Design hazard_unit_sb, sky130hd; sources not shown.
placement.png
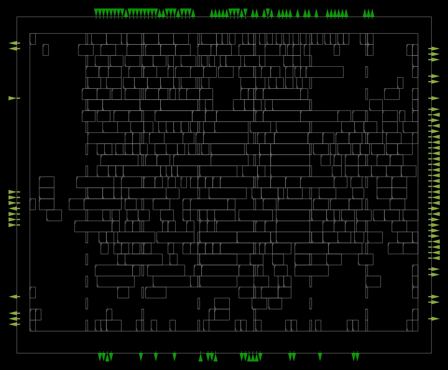
filler cell count in the final layout: 604
Taps Inserted: 87
Non-Filler Instances: 502

io_fan.png
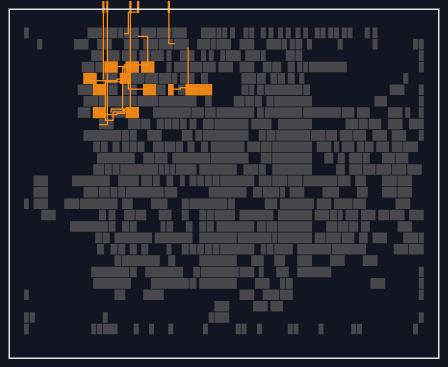
- orange: `Rs2_E` (bits 5; direction input; edge top; end cells 12; buffers 5; wire 191 microns)
Port Buffer Count: 68
io pins: 134

placement_by_type.png
Fill, decap, tap and diode cells in grey.
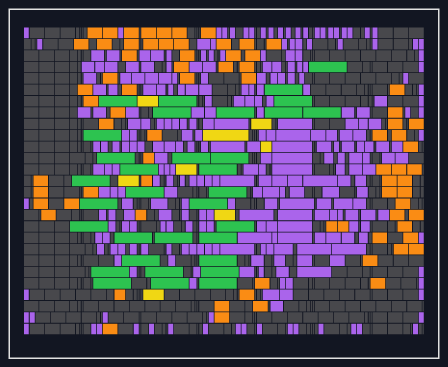
- orange: other buffers and delay cells (cells 74; share of their area 19%)
- green: flops (cells 33; share of their area 22%)
- purple: combinational and other logic (cells 300; share of their area 56%)
- yellow: clock drivers and dummy loads (cells 8; share of their area 3.2%)
Row Count: 27
design area: 3890 sq um
Core Region: 7030 sq um

==> flow_summary.yaml <==
# implementation run metrics
status:
  status: "completed"
synth:
  syn_area_per_cell_sq_um: 9.47
  aoi_share_pct: 14.2
  synthXorXnorAreaFrac_pct: 7.88
  muxShareOfSynthArea_pct: 17.8
  postSynthRegisterBits: 33
  ys_chip_area_sq_um: 3330
  async_flop_share_pct: 100
  ys_cells: 352
  synthTopCellsByArea: "dfrtp_1 (25%), buf_4 (15%), mux4_2 (11%)"
  synth_area_sq_um: 3330
  synth.top_cells.by_count: "buf_4 (68), o21ai_0 (61), dfrtp_1 (33)"
  yosysTopAreaCellShare_pct: 24.8
  most_common_cell: "buf_4"
  simple_gate_area_share_pct: 15.7
  synth_cell_types: 49
setup_path:
  reg2reg_slack_ps: 5090
  cp_num_buf_inv: 2
  path_class: "in2out"
  crit_fanout: 9
  worst-path-stages: 7
  slowest_delay_ps: 820
  critPathArrivalTime_ps: 4270
  critPathMostFrequentCell: "clkdlybuf4s50_1"
  worstPathCellList: "clkdlybuf4s50_1 > mux4_2 > mux2i_1 > o22ai_1 > a211oi_1 > a31oi_1 > clkdlybuf4s50_1"
  endpoint_kind: "output pin"
  crit_path_start_kind: "primary input"
global_route:
  grt_overflow: 0
  use_met2_pct: 31.2
  track_usage_pct: 20.5
  grt_pass1_wl_mm: 13.7
  grt_start_max_net_pins: 34
  grt_pass1_vias: 2710
  antenna_found_initial: 0
  grt-busiest-layer: "met2"
layout:
  layout.area.comb_sq_um: 2090
  lay_top_count: "clkdlybuf4s50_1"
  clkbuf_count: 6
  sh_seq_area_pct: 21.2
  nNonClkBuffers: 74
  largest_reg_flops: 31
  inv_count: 3
  final_util_pct: 55.3
  fin_nets: 474
  final_cell_mix: "clkdlybuf4s50_1 (68), conb_1 (65), o21ai_0 (61), dfrtp_1 (33), xnor2_1 (20)"
  regArea_sq_um: 826
  comb_area_share_pct: 53.9
  area_growth_pct: 16.6
routing:
  drcViolationCount: 0
  wl_met3_mm: 1.10
  drt_iter0_drc: 276
  highest_layer: "met4"
  wl_met2_mm: 4.02
  final_antenna_net_count: 0
  dr_total_vias: 2906
  m1WireLength_mm: 3.73
  drt-total-wl_mm: 9.05
power_and_ir_drop:
  power_density_nw_per_um2: 222
  switching_share_pct: 35.4
  p_seq_share_pct: 38.7
  comb-power_uw: 315
  pwr-share-comb_pct: 36.5
  clkPwrFrac_pct: 24.8
  p_clk_uw: 214
  vdd_drop_max_mv: 0.105
  p_int_uw: 558
  largestPowerGroup: "sequential cells"
  fin_total_pwr_uw: 863
  p_switching_uw: 306
clock_network:
  htree_levels: 2
  cts_tree: "built"
  cts_max_path_buffers: 2
  hold_buffers: 0
  cts_setup_buffers: 0
  cts-buffers-inserted: 5
  clock_sink_count: 33
  cts_resized: 0
  clkLatencyLatePin_ps: 290
  path_clk_slew_ps: 60
floorplan:
  die_x_microns: 102
  die_y_microns: 83.0
  initCoreUtil_pct: 47.4
  die-area_sq_um: 8480
final_timing:
  relSlewSlack_pct: 63.1
  tightest_slew_ps: 552
  fin_crit_sh_pct: 95.2
  rsz0062_at_grt: "false"
  slew_violations: 0
  setup_ws_ps: 296
  finalSetupTns_ps: 0
  hold_viol_final: 0
  finalCriticalPeriod_ps: 5850
  max_freq_ghz: 0.171
place:
  dp_hpwl_mm: 7.18
  pre_cts_ws_ps: 265
  place.gp.congestion: 0.915
  place_area_sq_um: 3770
flow_run:
  maxCapViolCount: 0
worst_hold_path:
  hp-class: "reg2reg"
Power is estimated from default activity; no workload was simulated.
